**config.mk**
```make
export PLATFORM = sky130hd
export DESIGN_NAME = fifo_drain
export DESIGN_NICKNAME = d
export VERILOG_FILES = /design/src/rtl/fifo_drain.sv
export SDC_FILE = /design/constraint.sdc
export NUM_CORES = 1
export LEC_CHECK = 0
export CORE_UTILIZATION = 40
export CTS_CLUSTER_DIAMETER = 200
export DETAILED_ROUTE_END_ITERATION = 10
export PLACE_DENSITY = 0.78
export SLEW_MARGIN = 40
export SYNTH_ARGS = -nofsm -noshare
export SYNTH_HDL_FRONTEND = slang
export SYNTH_SLANG_ARGS = --single-unit
```
**constraint.sdc**
```tcl
create_clock -name clk -period 5.75 [get_ports clk]
set_input_delay 0.575 -clock clk [delete_from_list [all_inputs] [get_ports clk]]
set_output_delay 0.575 -clock clk [all_outputs]
set_load 0.05 [all_outputs]
```
**src/rtl/fifo_drain.sv**
```systemverilog
// fifo_drain: drains a multi-port upstream fifo into a single-lane
// valid/ready stream.
//
// Up to READ contiguous lanes are pulled from the upstream fifo in one cycle.
// They go into a small buffer and are then emitted one per accepted transfer.
// The buffer refills as soon as its last entry is leaving, so a continuously
// valid upstream produces back-to-back output with no bubble.
//
// Optional feature: define FIFO_DRAIN_BYPASS_EN to present upstream lane 0
// straight to the output when the buffer is empty. Without the macro,
// out_valid and out_data come from registered state only.

`ifndef LOW
`define LOW 1'b0
`endif
`ifndef HIGH
`define HIGH 1'b1
`endif

module fifo_drain #(
    parameter int   DATA = 64,
    parameter int   READ = 4,
    parameter logic ACT  = `LOW
) (
    input  logic                 clk,
    input  logic                 reset_n,
    input  logic                 flush,
    input  logic [READ-1:0]      fv,
    input  logic [READ*DATA-1:0] frd,
    output logic [READ-1:0]      fre,
    output logic                 out_valid,
    output logic [DATA-1:0]      out_data,
    input  logic                 out_ready,
    output logic                 idle
);

    localparam int CW = $clog2(READ + 1);
    localparam int RW = (READ > 1) ? $clog2(READ) : 1;

    logic [DATA-1:0] entry_reg [READ];
    logic [CW-1:0]   cnt_reg;
    logic [CW-1:0]   cnt_next;
    logic [RW-1:0]   rptr_reg;
    logic [RW-1:0]   rptr_next;

    logic [READ-1:0] take;        // contiguous-from-lane-0 valid mask
    logic [CW-1:0]   k;           // number of lanes in take
    logic            fire;
    logic            load;
    logic            byp_zone;    // output driven directly from lane 0
    logic            byp_take;    // lane 0 consumed directly this cycle
    logic [READ-1:0] cap_en;
    logic [DATA-1:0] cap_data [READ];

    // Count contiguous valid lanes; anything past the first gap is ignored
    always_comb begin
        logic run;
        run  = 1'b1;
        take = '0;
        k    = '0;
        for (int i = 0; i < READ; i++) begin
            run     = run & fv[i];
            take[i] = run;
            if (run) begin
                k = k + CW'(1);
            end
        end
    end

`ifdef FIFO_DRAIN_BYPASS_EN
    assign byp_zone = (cnt_reg == '0) && !flush && reset_n;
`else
    assign byp_zone = 1'b0;
`endif

    // Output selection: buffer head, or lane 0 when bypassing an empty buffer
    always_comb begin
        if (byp_zone) begin
            out_valid = fv[0];
            out_data  = frd[DATA-1:0];
        end else begin
            out_valid = (cnt_reg != '0);
            out_data  = entry_reg[rptr_reg];
        end
    end

    assign fire     = out_valid && out_ready;
    assign byp_take = byp_zone && fire;
    assign idle     = (cnt_reg == '0);

    // Refill when empty or when the final buffered entry is leaving
    assign load = ((cnt_reg == '0) || ((cnt_reg == CW'(1)) && fire)) && !flush && reset_n;

    // Read enables: active for the contiguous lanes on a load, else inactive
    assign fre = (load ? take : '0) ^ {READ{~ACT}};

    // Capture selection: a directly consumed lane 0 shifts the rest down by one
    always_comb begin
        cap_en = '0;
        for (int i = 0; i < READ; i++) begin
            cap_data[i] = frd[i*DATA +: DATA];
        end
        if (load) begin
            if (byp_take) begin
                for (int i = 0; i < READ - 1; i++) begin
                    cap_en[i]   = take[i+1];
                    cap_data[i] = frd[(i+1)*DATA +: DATA];
                end
            end else begin
                cap_en = take;
            end
        end
    end

    // Next head pointer and occupancy
    always_comb begin
        cnt_next  = cnt_reg;
        rptr_next = rptr_reg;
        if (flush) begin
            cnt_next  = '0;
            rptr_next = '0;
        end else if (load && (k != '0)) begin
            rptr_next = '0;
            cnt_next  = byp_take ? (k - CW'(1)) : k;
        end else if (fire) begin
            cnt_next  = cnt_reg - CW'(1);
            rptr_next = (rptr_reg == RW'(READ - 1)) ? '0 : rptr_reg + RW'(1);
        end
    end

    // Occupancy and head pointer registers
    always_ff @(posedge clk or negedge reset_n) begin
        if (!reset_n) begin
            cnt_reg  <= '0;
            rptr_reg <= '0;
        end else begin
            cnt_reg  <= cnt_next;
            rptr_reg <= rptr_next;
        end
    end

    // Buffer entries, each written only when its lane is captured
    for (genvar gi = 0; gi < READ; gi++) begin : g_entry
        always_ff @(posedge clk or negedge reset_n) begin
            if (!reset_n) begin
                entry_reg[gi] <= '0;
            end else if (cap_en[gi]) begin
                entry_reg[gi] <= cap_data[gi];
            end
        end
    end

endmodule

```
==> results.toml, run 1 <==
# implementation run metrics
[place]
port_buffers = 333

[routing]
highest_layer = "met4"
drt-vias-per-instance = 5.115

[min_path]
hp-class = "in2async"

[final_layout]
buffers = 344
buffer_area_share_pct = 21.75
drive_above_1_share_pct = 30.06
synthToLayoutAreaGrowth_pct = 41.42
largest_register_ffs = 256

[floorplan]
fp_util_pct = 40.93
dieArea_mm2 = 0.02926

[pwr]
clkPwrFrac_pct = 20.3
maxPowerGroup = "combinational logic"
pwr-share-seq_pct = 35.4

[synthesis]
ys_sh_adder_pct = 0.5472
syn_area_mm2 = 0.01143

[critical_path]
ff2ff_path_depth = 6
crit_slowest_cell = "clkdlybuf4s50_1"
path_class = "in2out"

[outcome]
status = "completed"

[clock_tree]
clk_latency_ns = 0.54

[timing]
worst_hold_slack_ns = 0.4825
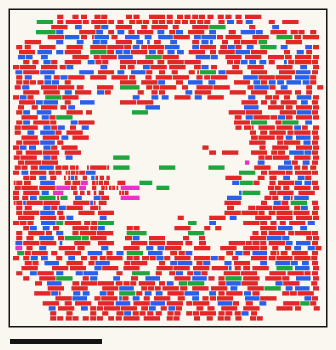
*Cells by drive strength, run 1*
Scale bar: 50 um.
[x1 and smaller] red | cells: 719 | most used: clkdlybuf4s50_1
[x3 and x4] magenta | cells: 8
[x6 and larger] green | cells: 45 | most used: clkbuf_16
[x2] blue | cells: 256 | most used: mux2_2

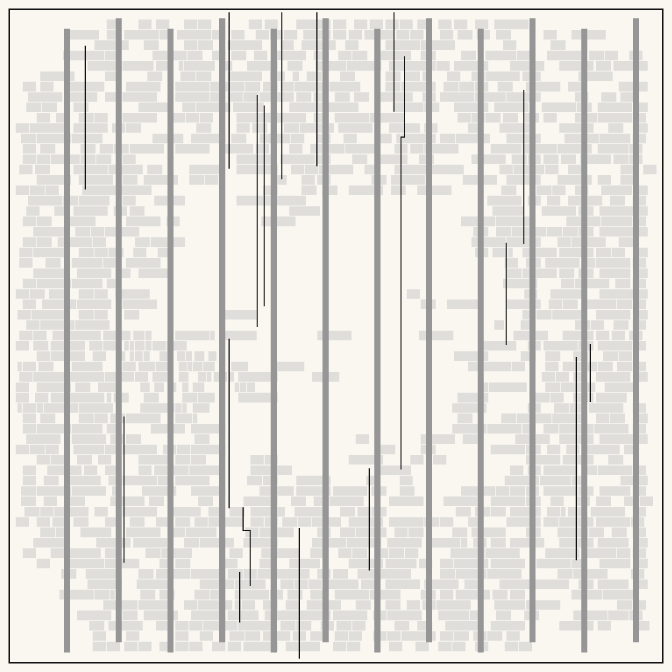
*M4 wires, run 1*
Supply wires on this layer in gray. Cells faint in the background.
share of all routed wire: 2.5%
wire length on this layer: 722 um
longest straight run: 87.0 um

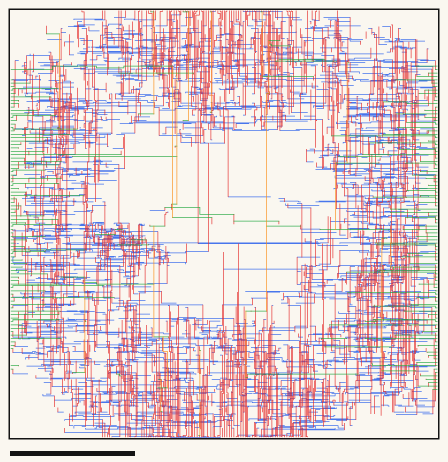
*Routed metal, one color a layer, run 1*
Scale bar: 50 um.
[M1] blue | wire length: 11900 um
[M2] red | wire length: 14200 um
[M4] orange | wire length: 722 um
[M3] green | wire length: 2330 um
total wire length: 29130 um
drt wl/cell: 20.70 um
GR Util All Layers: 20.15%
via count: 7197

==> run 2, diff against run 1 <==
--- a/config.mk
+++ b/config.mk
@@ -8,7 +8,7 @@
 export CORE_UTILIZATION = 40
 export CTS_CLUSTER_DIAMETER = 200
 export DETAILED_ROUTE_END_ITERATION = 10
-export PLACE_DENSITY = 0.78
+export PLACE_DENSITY = 0.81
 export SLEW_MARGIN = 40
 export SYNTH_ARGS = -nofsm -noshare
 export SYNTH_HDL_FRONTEND = slang
==> constraint.sdc (replaced) <==
create_clock -name clk -period 3.4 [get_ports clk]
set_input_delay 0.34 -clock clk [delete_from_list [all_inputs] [get_ports clk]]
set_output_delay 0.34 -clock clk [all_outputs]
set_load 0.05 [all_outputs]
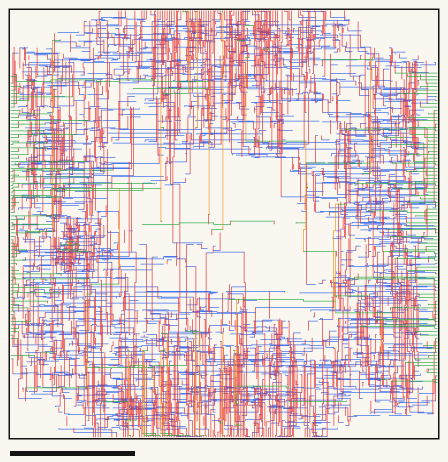
*Routed metal, one color a layer, run 2*
Scale bar: 50 um.
[M3] green | wire length: 2250 um
[M4] orange | wire length: 989 um
[M1] blue | wire length: 11900 um
[M2] red | wire length: 14900 um
GR Util All Layers: 20.92%
drt wl/cell: 21.17 um
total wire length: 30020 um
via count: 7241

==> run 2 against run 1 <==
Against the previous run: clock power is 78% higher; clock-buffer cell count is 4 higher; design area is 0.69% higher; combinational power is 71% higher; largest power group unchanged; highest routed layer unchanged.
==> results.toml, run 2 <==
# implementation run metrics
[outcome]
status = "completed"

[pwr]
clkPwrFrac_pct = 21.1
maxPowerGroup = "combinational logic"
pwr-share-seq_pct = 34.8

[critical_path]
path_class = "reg2out"
ff2ff_path_depth = 7
start_kind = "flip-flop"
crit_path_end = "out_data[0]"
critical_path_arrival_ns = 2.89
crit_slowest_cell = "dfrtp_4"

[routing]
ant_nets = 0
drt-vias-per-instance = 5.106
highest_layer = "met4"
drtIter0Drc = 362
drc_errors = 0

[synthesis]
syn_inst = 676
yosysChipArea_mm2 = 0.01143
ys_sh_adder_pct = 0.5472
avgSynthCellArea_um2 = 16.91
syn_area_mm2 = 0.01143
ys_top_cells_by_area = "dfrtp_1 (57%), mux2_2 (18%), mux4_2 (13%)"

[final_layout]
buffers = 351
drive_above_1_share_pct = 31.05
buffer_area_share_pct = 21.84
dominant-cell-class = "sequential cells"
largest_register_ffs = 256

[place]
port_buffers = 333
place_area_mm2 = 0.01526

[timing]
tns_ns = 0
worst_hold_slack_ns = 0.2716

[global_route]
gr-total-overflow = 0

[clock_tree]
clk_latency_ns = 0.55
clk_pin_slew_ns = 0.06

[flow_run]
log.warning_count = 28

[floorplan]
dieArea_mm2 = 0.02926
fp_util_pct = 40.93

[min_path]
hp-class = "in2async"
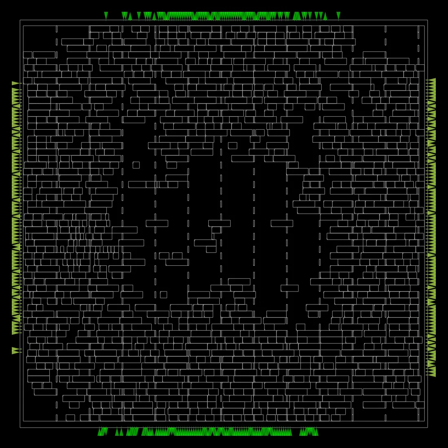
*Cell placement, run 2*
Fillers: 2229
sequential share of cell area: 40.17%
post-route insts no fill: 1418
Core Area: 0.02793 mm2
Util after Layout: 58.28%

==> run 3, diff against run 2 <==
--- a/config.mk
+++ b/config.mk
@@ -7,6 +7,7 @@
 export LEC_CHECK = 0
 export CORE_UTILIZATION = 40
 export CTS_CLUSTER_DIAMETER = 200
+export CTS_CLUSTER_SIZE = 25
 export DETAILED_ROUTE_END_ITERATION = 10
 export PLACE_DENSITY = 0.81
 export SLEW_MARGIN = 40
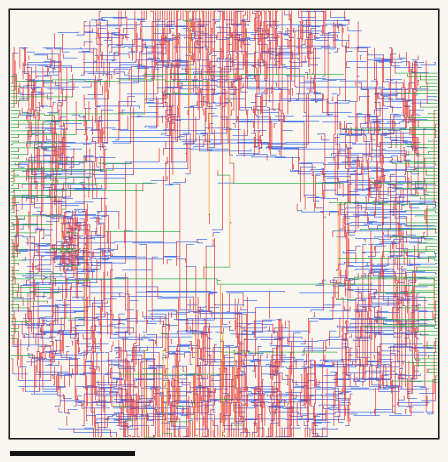
*Routed metal, one color a layer, run 3*
Scale bar: 50 um.
[M4] orange | wire length: 560 um
[M2] red | wire length: 15000 um
[M3] green | wire length: 2330 um
[M1] blue | wire length: 11700 um

==> run 3 against run 2 <==
Against the previous run: final cell count shrank 2.5%; critical path type unchanged; critical path depth is the same; routed wire length shrank 1.4%; die area is the same; maximum frequency grew 0.68%; worst setup slack gained 0.022 ns; first-iteration DRC count grew 8.0%; clock skew grew 0.018 ns; sequential share of layout area grew 1.5 points; hold slack gained 0.045 ns; utilization shrank 2.1 points; highest routed layer unchanged; sequential power is essentially flat.
==> results.toml, run 3 <==
# implementation run metrics
[synthesis]
avgSynthCellArea_um2 = 16.91
ys_top_cells_by_area = "dfrtp_1 (57%), mux2_2 (18%), mux4_2 (13%)"
yosysChipArea_mm2 = 0.01143

[final_layout]
dominant-cell-class = "sequential cells"
largest_register_ffs = 256
layout.cells.non_filler = 1383
buffer_area_share_pct = 22.67
drive_above_1_share_pct = 29.04
fin_util_pct = 56.14

[timing]
tns_ns = 0
worst_hold_slack_ns = 0.3164

[min_path]
hp-class = "in2async"

[routing]
highest_layer = "met4"
drt-vias-per-instance = 5.171
vias = 7152

[place]
place_area_mm2 = 0.01526

[flow_run]
log.warning_count = 28

[clock_tree]
clk_pin_slew_ns = 0.11
clk_latency_ns = 0.50

[global_route]
gr-total-overflow = 0

[floorplan]
dieArea_mm2 = 0.02926

[outcome]
status = "completed"
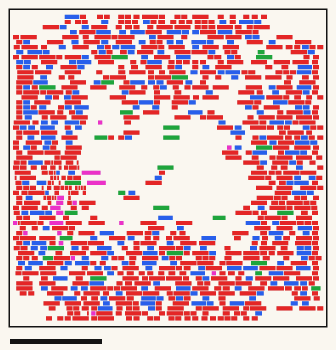
*Cells by drive strength, run 3*
Scale bar: 50 um.
[x1 and smaller] red | cells: 711 | most used: clkdlybuf4s50_1
[x6 and larger] green | cells: 26 | most used: clkbuf_16
[x2] blue | cells: 247 | most used: mux2_2
[x3 and x4] magenta | cells: 18 | most used: buf_4
Layout area overhead: 37.18%
post-route cell area: 0.01568 mm2
worst setup margin: 0.1957 ns
Non-clock buffers: 351

Power figures rest on the tool's default switching activity, not on a simulated workload.
